$ cat src/rtl/udp_tx_pkt_arbiter.sv
// Packet-granular round-robin arbiter for the shared UDP egress stream.
// Grants hold until tlast. Runaway packets are truncated and their tail is discarded.
module udp_tx_pkt_arbiter #(
  parameter int NUM       = 4,
  parameter int DSIZE     = 8,
  parameter int MAX_BEATS = 1518,
  parameter int CNT_W     = 16
) (
  input  logic                   clock,
  input  logic                   rst_n,
  input  logic [NUM-1:0]         en_mask,
  input  logic [NUM-1:0]         s_tvalid,
  input  logic [NUM*DSIZE-1:0]   s_tdata,
  input  logic [NUM-1:0]         s_tlast,
  output logic [NUM-1:0]         s_tready,
  output logic                   m_tvalid,
  output logic [DSIZE-1:0]       m_tdata,
  output logic                   m_tlast,
  input  logic                   m_tready,
  output logic [$clog2(NUM)-1:0] grant_idx,
  output logic                   busy,
  output logic [CNT_W-1:0]       pkt_cnt,
  output logic                   trunc_pulse,
  output logic [CNT_W-1:0]       trunc_cnt
);

  localparam int IW = $clog2(NUM);
  localparam int BW = (MAX_BEATS > 1) ? $clog2(MAX_BEATS) : 1;

  typedef enum logic [1:0] {
    IDLE = 2'd0,
    BUSY = 2'd1,
    DROP = 2'd2
  } state_t;

  state_t state_q, state_d;

  logic [IW-1:0]    last_grant;
  logic [IW-1:0]    winner;
  logic [IW-1:0]    hi_win, lo_win;
  logic             hi_found, lo_found;
  logic [BW-1:0]    beat_cnt;
  logic [NUM-1:0]   req;
  logic             any_req;
  logic             force_last;
  logic             sel_valid, sel_last;
  logic [DSIZE-1:0] sel_data;
  logic             beat, end_beat, trunc_beat, drop_end;

  assign req        = s_tvalid & en_mask;
  assign any_req    = |req;
  assign force_last = (beat_cnt == BW'(MAX_BEATS - 1));

  always_comb begin
    sel_valid = 1'b0;
    sel_last  = 1'b0;
    sel_data  = '0;
    for (int i = 0; i < NUM; i++) begin
      if (grant_idx == IW'(i)) begin
        sel_valid = s_tvalid[i];
        sel_last  = s_tlast[i];
        sel_data  = s_tdata[i*DSIZE +: DSIZE];
      end
    end
  end

  // Rotating priority: first requester above last_grant, else lowest.
  always_comb begin
    hi_win   = '0;
    lo_win   = '0;
    hi_found = 1'b0;
    lo_found = 1'b0;
    for (int i = 0; i < NUM; i++) begin
      if (req[i] && !hi_found && (IW'(i) > last_grant)) begin
        hi_win   = IW'(i);
        hi_found = 1'b1;
      end
      if (req[i] && !lo_found) begin
        lo_win   = IW'(i);
        lo_found = 1'b1;
      end
    end
    winner = hi_found ? hi_win : lo_win;
  end

  assign beat       = (state_q == BUSY) & sel_valid & m_tready;
  assign end_beat   = beat & sel_last;
  assign trunc_beat = beat & ~sel_last & force_last;
  assign drop_end   = (state_q == DROP) & sel_valid & sel_last;

  always_ff @(posedge clock or negedge rst_n) begin
    if (!rst_n) state_q <= IDLE;
    else        state_q <= state_d;
  end

  always_comb begin
    state_d = state_q;
    unique case (state_q)
      IDLE: if (any_req) state_d = BUSY;
      BUSY: begin
        if (end_beat)        state_d = IDLE;
        else if (trunc_beat) state_d = DROP;
      end
      DROP: if (drop_end) state_d = IDLE;
      default: state_d = IDLE;
    endcase
  end

  always_comb begin
    s_tready = '0;
    m_tvalid = 1'b0;
    m_tdata  = '0;
    m_tlast  = 1'b0;
    busy     = 1'b0;
    unique case (state_q)
      BUSY: begin
        busy     = 1'b1;
        m_tvalid = sel_valid;
        m_tdata  = sel_data;
        m_tlast  = sel_last | force_last;
        for (int i = 0; i < NUM; i++)
          if (grant_idx == IW'(i)) s_tready[i] = m_tready;
      end
      DROP: begin
        busy = 1'b1;
        for (int i = 0; i < NUM; i++)
          if (grant_idx == IW'(i)) s_tready[i] = 1'b1;
      end
      default: ;
    endcase
  end

  always_ff @(posedge clock or negedge rst_n) begin
    if (!rst_n) begin
      grant_idx   <= '0;
      last_grant  <= IW'(NUM - 1);
      beat_cnt    <= '0;
      pkt_cnt     <= '0;
      trunc_cnt   <= '0;
      trunc_pulse <= 1'b0;
    end else begin
      trunc_pulse <= trunc_beat;
      if (state_q == IDLE && any_req) begin
        grant_idx <= winner;
        beat_cnt  <= '0;
      end
      if (beat && !sel_last && !force_last)
        beat_cnt <= beat_cnt + BW'(1);
      if (end_beat || trunc_beat)
        pkt_cnt <= pkt_cnt + CNT_W'(1);
      if (end_beat || drop_end)
        last_grant <= grant_idx;
      // Saturate so a flood of runaways never reads as zero.
      if (trunc_beat && (trunc_cnt != '1))
        trunc_cnt <= trunc_cnt + CNT_W'(1);
    end
  end

endmodule

$ cat config.mk
export PLATFORM = sky130hd
export DESIGN_NAME = udp_tx_pkt_arbiter
export DESIGN_NICKNAME = d
export VERILOG_FILES = /design/src/rtl/udp_tx_pkt_arbiter.sv
export SDC_FILE = /design/constraint.sdc
export NUM_CORES = 1
export LEC_CHECK = 0
export CAP_MARGIN = 10
export CELL_PAD_IN_SITES_DETAIL_PLACEMENT = 0
export CELL_PAD_IN_SITES_GLOBAL_PLACEMENT = 1
export CORE_MARGIN = 2
export CORE_UTILIZATION = 37
export DETAILED_ROUTE_END_ITERATION = 12
export HOLD_SLACK_MARGIN = 0.12
export PLACE_DENSITY = 0.95
export SLEW_MARGIN = 10
export SYNTH_ARGS = -nofsm -noshare
export SYNTH_HDL_FRONTEND = slang
export SYNTH_SLANG_ARGS = --single-unit
$ cat constraint.sdc
create_clock -name clock -period 4.04 [get_ports clock]
set_input_delay 0.808 -clock clock [delete_from_list [all_inputs] [get_ports clock]]
set_output_delay 0.808 -clock clock [all_outputs]
set_load 0.03 [all_outputs]
Fig. 1: cell outlines without signal wires
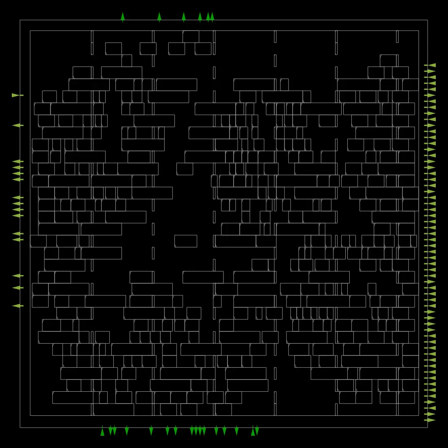
Seq/total area: 31.1%
Tap Cells: 102

Fig. 2: metal layers overlaid
The bar under the picture is 20 um long. Only two layers are drawn.
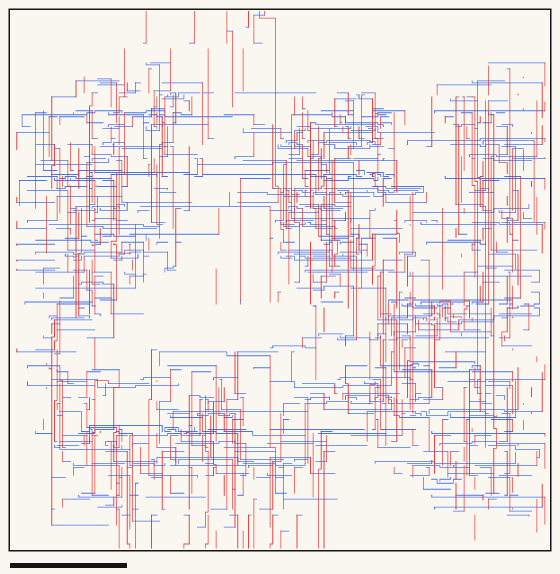
Key: red = metal 2 [wire length 3300 um]; blue = metal 1 [wire length 3240 um]

Fig. 3: clock network drawn from the DEF
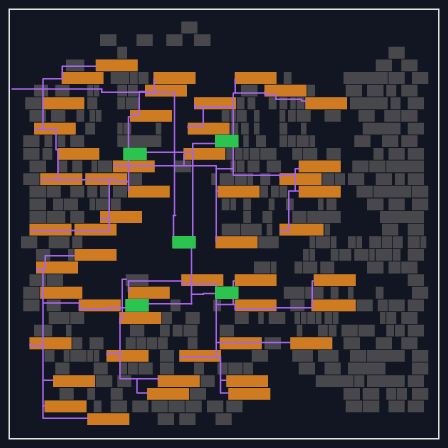
Key: orange = flip-flops [count 50]; green = clock drivers [count 5]; purple = clock wires [length 630 um]
There are 6 routed clock nets.

Fig. 4: PDN straps and rails
The bar under the picture is 20 um long. Pins as bars on the die edge. Tap cells in gray.
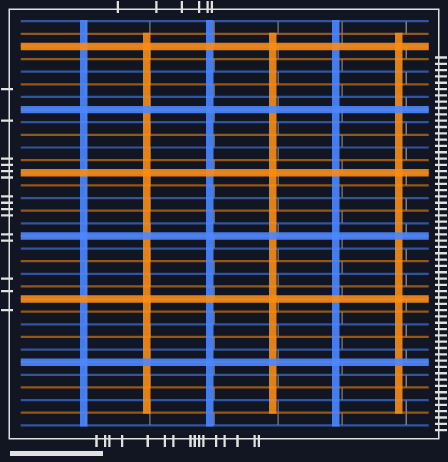
Key: blue = VSS; orange = VDD
6 straps on met5. The core has 32 rows. 6 straps on met4. 97 signal pins sit on the boundary.

==> run summary <==
fresh numbers from the pnr run: # rows=32, CTS tree=built, post-CTS setup buffer count=0, FF/Latch Area=1250 um^2, Layout area overhead=40.1%, hold_buf cts=0, antenna violations before repair=0, I/O Pins=a little under 100, most frequent cell after synthesis=dfrtp_1, yosys cell count=273, clock skew=0.00770 ns, FF+latch count=~50, number of global-route vias before repair=2444, Signal buffers=around 99, non-clk buf share=24.3%, GRT busiest layer=met2, YS warnings=0, met3 WL=477 um, FP Util=37.6%, clock network area share=roughly 2.3%, # fillers=707, largest cell class by area=logic gates, CTS Sinks=about 50, share of cells above drive strength 1=8.09%, routed len/inst=15.0 um, first-pass GRT wire length=11800 um, nonclk inv count=8, launch point of the worst reg-to-reg path=grant_idx[0]$_DFFE_PN0P_, Data required, critical path=3.23 ns, Crit. Startpoint=s_tvalid[2], Slew @ Worst Pin=1.05 ns, Comb gates=206, status=finished, final reports clean, Final Slew Violations=0, CP Max Fanout=5
-- how the worst max path moves through the flow --
stage             endpoint  cells past startpoint  slack, ns
2_1_floorplan  s_tready[1]                      3       1.31
3_3_place_gp      m_tvalid                      4       0.54
3_5_place_dp      m_tvalid                      4       0.52
4_1_cts           m_tvalid                      4       0.51
5_1_grt            m_tlast                      4       0.38
6_report          m_tvalid                      4       0.51
-- power by group --
group          switching (uW)  internal, uW
clock                     159           139
combinational             427           391
sequential               97.6           554
-- registers in the layout (all words and copies together) (netlist names) --
signal       cells
trunc_pulse      1
state_q          2
last_grant       2
grant_idx        2
beat_cnt        11
pkt_cnt         16
trunc_cnt       16
-- through the flow --
stage	instance area (um^2)	worst slack, ns
finish	4030	0.506
global route	4030	0.384
CTS	4030	0.511
detailed placement	3940	0.517
global placement	3940	0.539
floorplan	2880	1.31
-- cells in the final DEF, fill, tap and decap left out, types with 2 or more instances in the layout --
master,Yosys,layout
dfstp_2,2,2
nor2b_1,3,3
and4_1,5,5
clkdlybuf4s50_1,0,95
nand4_1,19,19
and3_1,11,11
mux2_2,6,6
nor2_1,10,10
xor2_1,2,2
mux4_1,2,2
a32oi_1,2,2
buf_4,0,3
mux2i_1,2,2
a22o_1,2,2
and2_1,14,14
nor3_1,9,9
clkbuf_8,0,6
xnor2_1,25,25
inv_1,8,8
mux4_2,8,8
o21ai_0,15,15
a22oi_1,2,2
ha_1,7,7
dfrtp_1,48,48
nand2_1,27,27
a21oi_1,7,7
nand3_1,11,11
a21o_1,2,2
-- logic make-up after synthesis --
family	Yosys count	synth area share (%)
fa+ha+maj	7	3.04
buf+inv	17	2.57
xor+xnor	27	8.22
simple gates	116	22.4
mux	18	11.1
compound gates	38	9.05
flops	50	43.6
No activity file was given, so power comes from the tool's default toggle rates.
